===== config.mk =====
export PLATFORM = sky130hd
export DESIGN_NAME = tri_rom_sched
export DESIGN_NICKNAME = d
export VERILOG_FILES = /design/src/rtl/tri_sched_pkg.sv /design/src/rtl/tri_phase_acc.sv /design/src/rtl/tri_rom_sched.sv
export SDC_FILE = /design/constraint.sdc
export NUM_CORES = 1
export LEC_CHECK = 0
export CAP_MARGIN = 40
export CORE_ASPECT_RATIO = 1.4
export CORE_MARGIN = 1.5
export CORE_UTILIZATION = 52
export CTS_CLUSTER_DIAMETER = 80
export DETAILED_ROUTE_END_ITERATION = 7
export GPL_ROUTABILITY_DRIVEN = 0
export MAX_ROUTING_LAYER = met4
export PLACE_DENSITY = 0.89
export SYNTH_ARGS = -nofsm -noshare
export SYNTH_HDL_FRONTEND = slang
export SYNTH_SLANG_ARGS = --single-unit

===== constraint.sdc =====
create_clock -name clk -period 2.5 [get_ports clk]
set_input_delay 0.5 -clock clk [delete_from_list [all_inputs] [get_ports clk]]
set_output_delay 0.5 -clock clk [all_outputs]
set_load 0.005 [all_outputs]

===== src/rtl/tri_sched_pkg.sv =====
// Shared types and constants for the L/R waveform ROM scheduler.
// Latency: n/a (types and constants only).
// Backpressure: n/a.
package tri_sched_pkg;

   localparam int ADDR_W_DEF  = 8;
   localparam int DATA_W_DEF  = 8;
   localparam int ROM_LAT_MIN = 1;
   localparam int ROM_LAT_MAX = 3;

   typedef enum logic [2:0] {
      IDLE,
      RD_L,
      WT_L,
      RD_R,
      WT_R
   } state_t;

endpackage


===== src/rtl/tri_phase_acc.sv =====
// One channel phase accumulator plus phase-to-ROM-address mapping.
// Latency: addr follows phase combinationally; phase moves one cycle after advance.
// Backpressure: none; load and advance are strobes from the scheduler FSM.
// Ports: clk/rst_n; load latches step; advance adds the latched step (mod 2^ADDR_W);
//        addr is the physical ROM address for the current phase.
// Build option: TRI_SCHED_HALF_ROM_EN mirrors the upper half of the phase circle
//        onto a half-size ROM holding only the rising half of the waveform.
module tri_phase_acc
   import tri_sched_pkg::*;
#(
   parameter int ADDR_W = ADDR_W_DEF
) (
   input  logic              clk,
   input  logic              rst_n,
   input  logic              load,
   input  logic [ADDR_W-1:0] step,
   input  logic              advance,
   output logic [ADDR_W-1:0] addr
);

   logic [ADDR_W-1:0] step_q;
   logic [ADDR_W-1:0] phase;

   always_ff @(posedge clk or negedge rst_n) begin
      if (!rst_n) begin
         step_q <= '0;
         phase  <= '0;
      end else begin
         if (load) begin
            step_q <= step;
         end
         // Plain modulo wrap: the adder simply drops the carry.
         if (advance) begin
            phase <= phase + step_q;
         end
      end
   end

`ifdef TRI_SCHED_HALF_ROM_EN
   // Upper half of the circle reads the table backwards: ~phase == 2^ADDR_W-1-phase,
   // which also forces the address MSB to 0.
   assign addr = phase[ADDR_W-1] ? ~phase : phase;
`else
   assign addr = phase;
`endif

endmodule


===== src/rtl/tri_rom_sched.sv =====
// Shares one single-port waveform ROM between L and R: per tick reads L then R.
// Latency: L sample 2+ROM_LAT cycles after tick accept, R sample 3+2*ROM_LAT.
// Backpressure: none; ticks arriving while busy are dropped and flagged in overrun.
// Ports: sample_tick/step_l/step_r request a sample pair; rom_en/rom_addr/rom_data
//        talk to the ROM (data ROM_LAT cycles after rom_en); sample_l/r + valid_l/r
//        deliver samples; busy = FSM not idle; overrun is sticky until overrun_clr.
// Build option: TRI_SCHED_HALF_ROM_EN (see tri_phase_acc) selects half-size ROM mapping.
module tri_rom_sched
   import tri_sched_pkg::*;
#(
   parameter int ADDR_W  = ADDR_W_DEF,
   parameter int DATA_W  = DATA_W_DEF,
   parameter int ROM_LAT = ROM_LAT_MIN   // legal ROM_LAT_MIN..ROM_LAT_MAX
) (
   input  logic              clk,
   input  logic              rst_n,
   input  logic              sample_tick,
   input  logic [ADDR_W-1:0] step_l,
   input  logic [ADDR_W-1:0] step_r,
   input  logic              overrun_clr,
   output logic [ADDR_W-1:0] rom_addr,
   output logic              rom_en,
   input  logic [DATA_W-1:0] rom_data,
   output logic [DATA_W-1:0] sample_l,
   output logic [DATA_W-1:0] sample_r,
   output logic              valid_l,
   output logic              valid_r,
   output logic              busy,
   output logic              overrun
);

   // The wait counter runs 0..ROM_LAT-1; the last count is the cycle rom_data is valid.
   localparam logic [1:0] LAT_LAST = 2'(ROM_LAT - 1);

   state_t            state;
   logic [1:0]        lat_cnt;
   logic              lat_done;
   logic              tick_ok;
   logic              adv_l;
   logic              adv_r;
   logic [ADDR_W-1:0] addr_l;
   logic [ADDR_W-1:0] addr_r;

   assign lat_done = (lat_cnt == LAT_LAST);
   assign tick_ok  = sample_tick && (state == IDLE);
   assign adv_l    = (state == WT_L) && lat_done;
   assign adv_r    = (state == WT_R) && lat_done;

   // Both channels latch their step on the accepted tick so a step change mid-sequence
   // cannot split a sample pair across two different increments.
   tri_phase_acc #(.ADDR_W(ADDR_W)) u_acc_l (
      .clk     (clk),
      .rst_n   (rst_n),
      .load    (tick_ok),
      .step    (step_l),
      .advance (adv_l),
      .addr    (addr_l)
   );

   tri_phase_acc #(.ADDR_W(ADDR_W)) u_acc_r (
      .clk     (clk),
      .rst_n   (rst_n),
      .load    (tick_ok),
      .step    (step_r),
      .advance (adv_r),
      .addr    (addr_r)
   );

   // rom_en/rom_addr are registered on the transition into RD_x so they line up with
   // the RD_x cycle; the R read is launched in the same edge that captures L.
   always_ff @(posedge clk or negedge rst_n) begin
      if (!rst_n) begin
         state    <= IDLE;
         lat_cnt  <= '0;
         rom_en   <= 1'b0;
         rom_addr <= '0;
         sample_l <= '0;
         sample_r <= '0;
         valid_l  <= 1'b0;
         valid_r  <= 1'b0;
         busy     <= 1'b0;
         overrun  <= 1'b0;
      end else begin
         rom_en   <= 1'b0;
         rom_addr <= '0;
         valid_l  <= 1'b0;
         valid_r  <= 1'b0;

         // A new overrun beats a simultaneous clear.
         if (sample_tick && (state != IDLE)) begin
            overrun <= 1'b1;
         end else if (overrun_clr) begin
            overrun <= 1'b0;
         end

         case (state)
            IDLE: begin
               if (sample_tick) begin
                  state    <= RD_L;
                  busy     <= 1'b1;
                  rom_en   <= 1'b1;
                  rom_addr <= addr_l;
               end
            end
            RD_L: begin
               state   <= WT_L;
               lat_cnt <= '0;
            end
            WT_L: begin
               if (lat_done) begin
                  sample_l <= rom_data;
                  valid_l  <= 1'b1;
                  state    <= RD_R;
                  rom_en   <= 1'b1;
                  rom_addr <= addr_r;
               end else begin
                  lat_cnt <= lat_cnt + 2'd1;
               end
            end
            RD_R: begin
               state   <= WT_R;
               lat_cnt <= '0;
            end
            WT_R: begin
               if (lat_done) begin
                  sample_r <= rom_data;
                  valid_r  <= 1'b1;
                  state    <= IDLE;
                  busy     <= 1'b0;
               end else begin
                  lat_cnt <= lat_cnt + 2'd1;
               end
            end
            default: begin
               state <= IDLE;
               busy  <= 1'b0;
            end
         endcase
      end
   end

endmodule

Fig. 1: run 1, I/O pins on the die edge
Pins as bars across the die edge, other pins in gray.
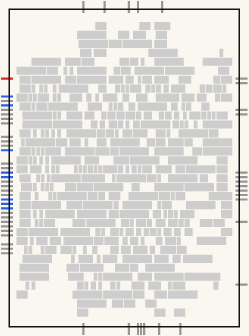
| port | color | pins | direction | edge |
|---|---|---|---|---|
| `clk` | red | 1 | input | west |
| `sample_r` | blue | 8 | output | west |
DIE HEIGHT: 96.0 um
# port buffers: 56

Fig. 2: run 1, metal layers overlaid
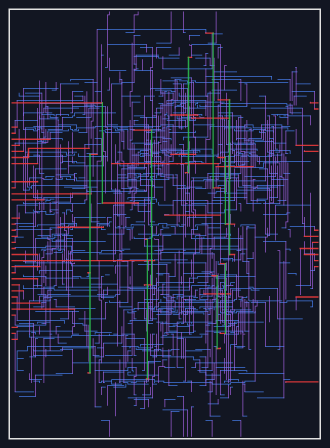
| layer | color | wire length |
|---|---|---|
| metal 3 | red | 324 um |
| metal 4 | green | 280 um |
| metal 1 | blue | 2790 um |
| metal 2 | purple | 3360 um |
drt total wl: 6760 um
drt wl/cell: 15.3 um

==> results.cfg, run 1 <==
; flow metrics
[status]
status = finished clean

[power_and_ir_drop]
peakVddDrop_mv = 0.689
power_density_nw_per_um2 = 1350

[clock_network]
root_buffer = clkbuf_8
ctsLongestPathBuffers = 2
cts_setup_buffers = 0

[floorplan]
initCoreUtil_pct = 54.4
ios = 57

[sta]
hold_violations = 0
fmax_ghz = 0.480
worst_pin_slew_ps = 737
slew_viol_final = 0
finClkSkew_ps = 7.72

[critical_path]
crit_path_cell_trace = inv_1 -> ha_1 -> nand3b_4 -> inv_2 -> nand2_1 -> nor2_1 -> mux2i_1 -> a32o_1

[detailed_routing]
routed_via_density = 5.59

[grt]
grt-ovfl-total = 0

[placement]
placed_area_um2 = 3830
place_worst_setup_slack_ps = 455

[final_layout]
layout.nets = 412
area_growth_pct = 25.4
lay_top_cells = nand2_1 (69), dfrtp_1 (66), clkdlybuf4s50_1 (55)

[synth]
synthCells = 309
Fig. 3: run 1, gate-type map
Scale bar: 20 um.
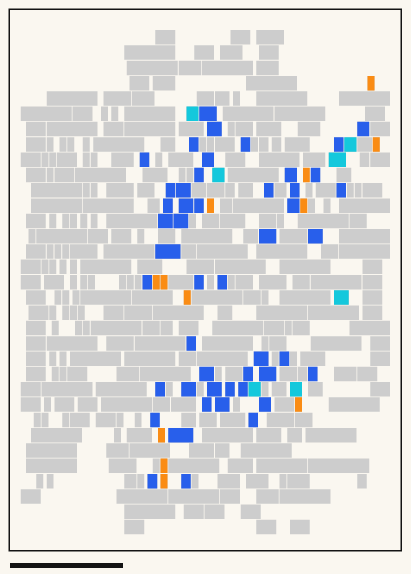
| family | color | cells |
|---|---|---|
| inverters | orange | 12 |
| inverting AOI/OAI gates | blue | 48 |
| AND and OR gates | cyan | 7 |

run 1: metrics by stage:
stage               hold slack (ps)  utilization (%)
floorplan                       204                -
global placement                457             64.9
detailed placement              462             64.9
CTS                             227             68.2
global route                    275             68.2
finish                          220             68.2
run 1: critical path: cells and delay by family (launching register included):
family / cells / cell delay (ps)
flip-flops: 1 / 400
AND-OR/OR-AND: 1 / 250
buffers and inverters: 2 / 380
adder cells (fa/ha/maj): 1 / 360
AND/OR/NAND/NOR: 3 / 490
multiplexers: 1 / 80
run 1: kinds of logic (layout without fill, tap and decap cells):
kind of cell | count (synthesis) | count (layout) | share of synthesized area (%)
mux | 17 | 17 | 5.85
compound gates | 66 | 66 | 14.1
xor+xnor | 7 | 7 | 1.91
flops | 66 | 66 | 51.4
buf+inv | 25 | 88 | 3.47
simple gates | 111 | 111 | 16.1
fa+ha+maj | 17 | 17 | 7.09
run 1: cell usage after synthesis, types with 2 or more instances:
library cell,n
dfrtp_1,66
nand2_1,69
ha_1,15
clkbuf_1,4
nor2b_1,3
buf_4,3
mux2_2,14
o21a_1,2
nor4b_1,2
o31a_1,2
o21ai_0,17
inv_1,10
a32o_1,2
fa_1,2
inv_2,2
nand2b_1,2
or3_1,2
nand4b_1,2
buf_2,5
nand3_1,2
a221oi_1,3
mux2i_1,3
a211oi_2,2
a22o_1,8
nor3_1,2
o31ai_1,2
o22ai_1,3
a211oi_1,4
and3_1,2
o21bai_1,5
xnor2_1,3
a31oi_1,2
nor2_1,15
nor3b_1,4
a21o_1,4
xor2_1,4
a21oi_1,10
run 1: how the worst max path moves through the flow:
stage	from	end	slack, ps	cells after the start
CTS	lat_cnt[0]$_DFFE_PN0P_	u_acc_r.addr[7]$_DFFE_PN0P_	420	8
detailed placement	lat_cnt[0]$_DFFE_PN0P_	u_acc_r.addr[7]$_DFFE_PN0P_	450	8
global placement	lat_cnt[0]$_DFFE_PN0P_	u_acc_r.addr[7]$_DFFE_PN0P_	560	8
floorplan	u_acc_l.addr[0]$_DFFE_PN0P_	u_acc_l.addr[6]$_DFFE_PN0P_	720	8
global route	lat_cnt[0]$_DFFE_PN0P_	u_acc_r.addr[7]$_DFFE_PN0P_	230	8
finish	lat_cnt[0]$_DFFE_PN0P_	u_acc_r.addr[7]$_DFFE_PN0P_	420	8
run 1: where the power goes:
part | internal [uW] | switching [uW]
logic | 1330 | 1270
registers | 1570 | 377
clock network | 515 | 371
run 1: registers in the layout (all words and copies together), names as in the netlist, 3 cells and up:
name,flops
u_acc_l.addr,8
u_acc_r.step_q,8
rom_addr,8
state,3
u_acc_r.addr,8
sample_r,8
sample_l,8
u_acc_l.step_q,8
run 1: routing by layer:
layer / global-route usage (%) / vias to the layer above
met4: 15.0 / 0
met2: 38.1 / 80
met1: 26.4 / 1182
li1: - / 1187
met5: - / -
met3: 4.19 / 22
run 1: final cells by class:
cell class	instances	area [um2]
fill	459	1880
sequential	66	1650
multi-input combinational	218	1450
timing repair buffer	60	598
clock buffer	14	163
tap	70	87.6
inverter	12	45.0
clock inverter	2	35.0
Fig. 4: run 1, clock wiring as the flow saved it
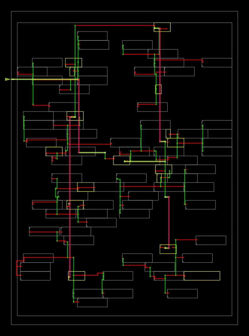

==> inputs of run 2 (changes only) <==
Clock period 2.5 ns to 2.15 ns, I/O delays scaled along.
Fig. 5: run 2, clock wiring as the flow saved it
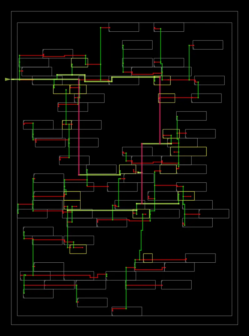
Inserted Clock Buffers: 9
Clock buffer cells: 13
clk_lat worst skew: 340 ps

Fig. 6: run 2, I/O pins on the die edge
Pins as bars across the die edge, other pins in gray.
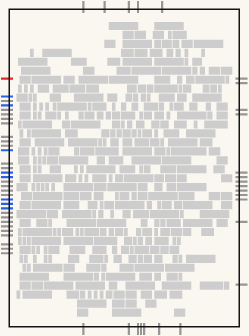
| port | color | pins | direction | edge |
|---|---|---|---|---|
| `sample_r` | blue | 8 | output | west |
| `clk` | red | 1 | input | west |

==> results.cfg, run 2 <==
; flow metrics
[detailed_routing]
wl_um = 7060
ant_nets = 0
wl_per_cell_um = 15.9
routed_via_density = 5.59
drtIter0Drc = 162

[clock_network]
cts_setup_buffers = 0
ctsLongestPathBuffers = 2
root_buffer = clkbuf_8

[synth]
synthCells = 309
top_cells_by_count = nand2_1 (69), dfrtp_1 (66), o21ai_0 (17), ha_1 (15), nor2_1 (15)
yosysTopAreaCell = dfrtp_1
yosysMostFrequentCell = nand2_1
top_cell_area_share_pct = 51.4

[sta]
fmax_ghz = 0.501
finClkSkew_ps = 9.82
hold_ws_ps = 102
hold_violations = 0
period_used_pct = 92.8
setup_violations = 0

[placement]
placed_area_um2 = 3860
port-buffer-count = 56

[grt]
grt.met1_usage_pct = 25.2
gr-usage-met3_pct = 5.86
grt-ovfl-total = 0
grt-busiest-layer = met2
met2_usage_pct = 42.4

[floorplan]
initCoreUtil_pct = 54.4
ios = 57

[final_layout]
lay_top_cells = nand2_1 (69), dfrtp_1 (66), clkdlybuf4s50_1 (55)
layout-drive-gt1-share_pct = 11.8
fillers = 445
layout.nets = 414
area_growth_pct = 27.1

[critical_path]
worstSetupStartpoint = u_acc_l.addr[0]$_DFFE_PN0P_
critPathArrivalTime_ps = 2280

[status]
status = finished clean

[power_and_ir_drop]
power_density_nw_per_um2 = 1600
peakVddDrop_mv = 0.999
==> run 2: how the worst min path moves through the flow <==
| stage | end | start | slack (ps) |
|---|---|---|---|
| floorplan | busy$_DFFE_PN0P_ | rst_n | 130 |
| global placement | sample_l[2]$_DFFE_PN0P_ | sample_l[2]$_DFFE_PN0P_ | 460 |
| detailed placement | u_acc_l.addr[7]$_DFFE_PN0P_ | rst_n | 470 |
| CTS | rom_en$_DFF_PN0_ | rst_n | 110 |
| global route | rom_en$_DFF_PN0_ | rst_n | 130 |
| finish | u_acc_l.step_q[7]$_DFFE_PN0P_ | rst_n | 100 |
==> run 2: cells by family (layout without fill, tap and decap cells) <==
group	after synthesis	after routing	share of synthesized area (%)
AND-OR/OR-AND	66	66	14.1
XOR/XNOR	7	7	1.91
adder cells (fa/ha/maj)	17	17	7.09
buffers and inverters	25	90	3.47
flip-flops	66	66	51.4
multiplexers	17	17	5.85
AND/OR/NAND/NOR	111	111	16.1
==> run 2: power by group <==
part / internal (uW) / switching, uW
Sequential: 1820 / 432
Clock: 662 / 469
Combinational: 1590 / 1550
Total: 4080 / 2450
==> run 2: cell type report <==
cell class                 instances  area (um2)  area share [%]
timing repair buffer              62         626            15.3
clock buffer                      13         179            4.38
inverter                          12        45.0            1.10
multi-input combinational        218        1450            35.5
clock inverter                     3        45.0            1.10
tap                               70        87.6            2.15
sequential                        66        1650            40.5
==> run 2: worst max-delay path, stage by stage, from the launching register on <==
cell and delay, ps:
dfrtp_1 370, ha_1 230, inv_1 70, fa_1 410, nor2b_1 180, o31a_1 170, o21ai_0 100, or3_1 320
nand3_1 80
==> run 2: stage by stage <==
step	setup slack (ps)	total power [uW]	util, %
after floorplan	375	4210	-
after global placement	286	5200	65.3
after detailed placement	163	5370	65.3
after CTS	151	6540	69.1
after global routing	49.5	6990	69.1
final	154	6530	69.1
==> run 2: layer usage <==
metal / share of wire (%) / wire (um) / up-vias
li1: - / - / 1195
met1: 40 / 2810 / 1187
met2: 52 / 3670 / 89
met3: 6.0 / 425 / 13
met4: 2.1 / 146 / 0
met5: 0 / 0 / -
No activity file was given, so power comes from the tool's default toggle rates.
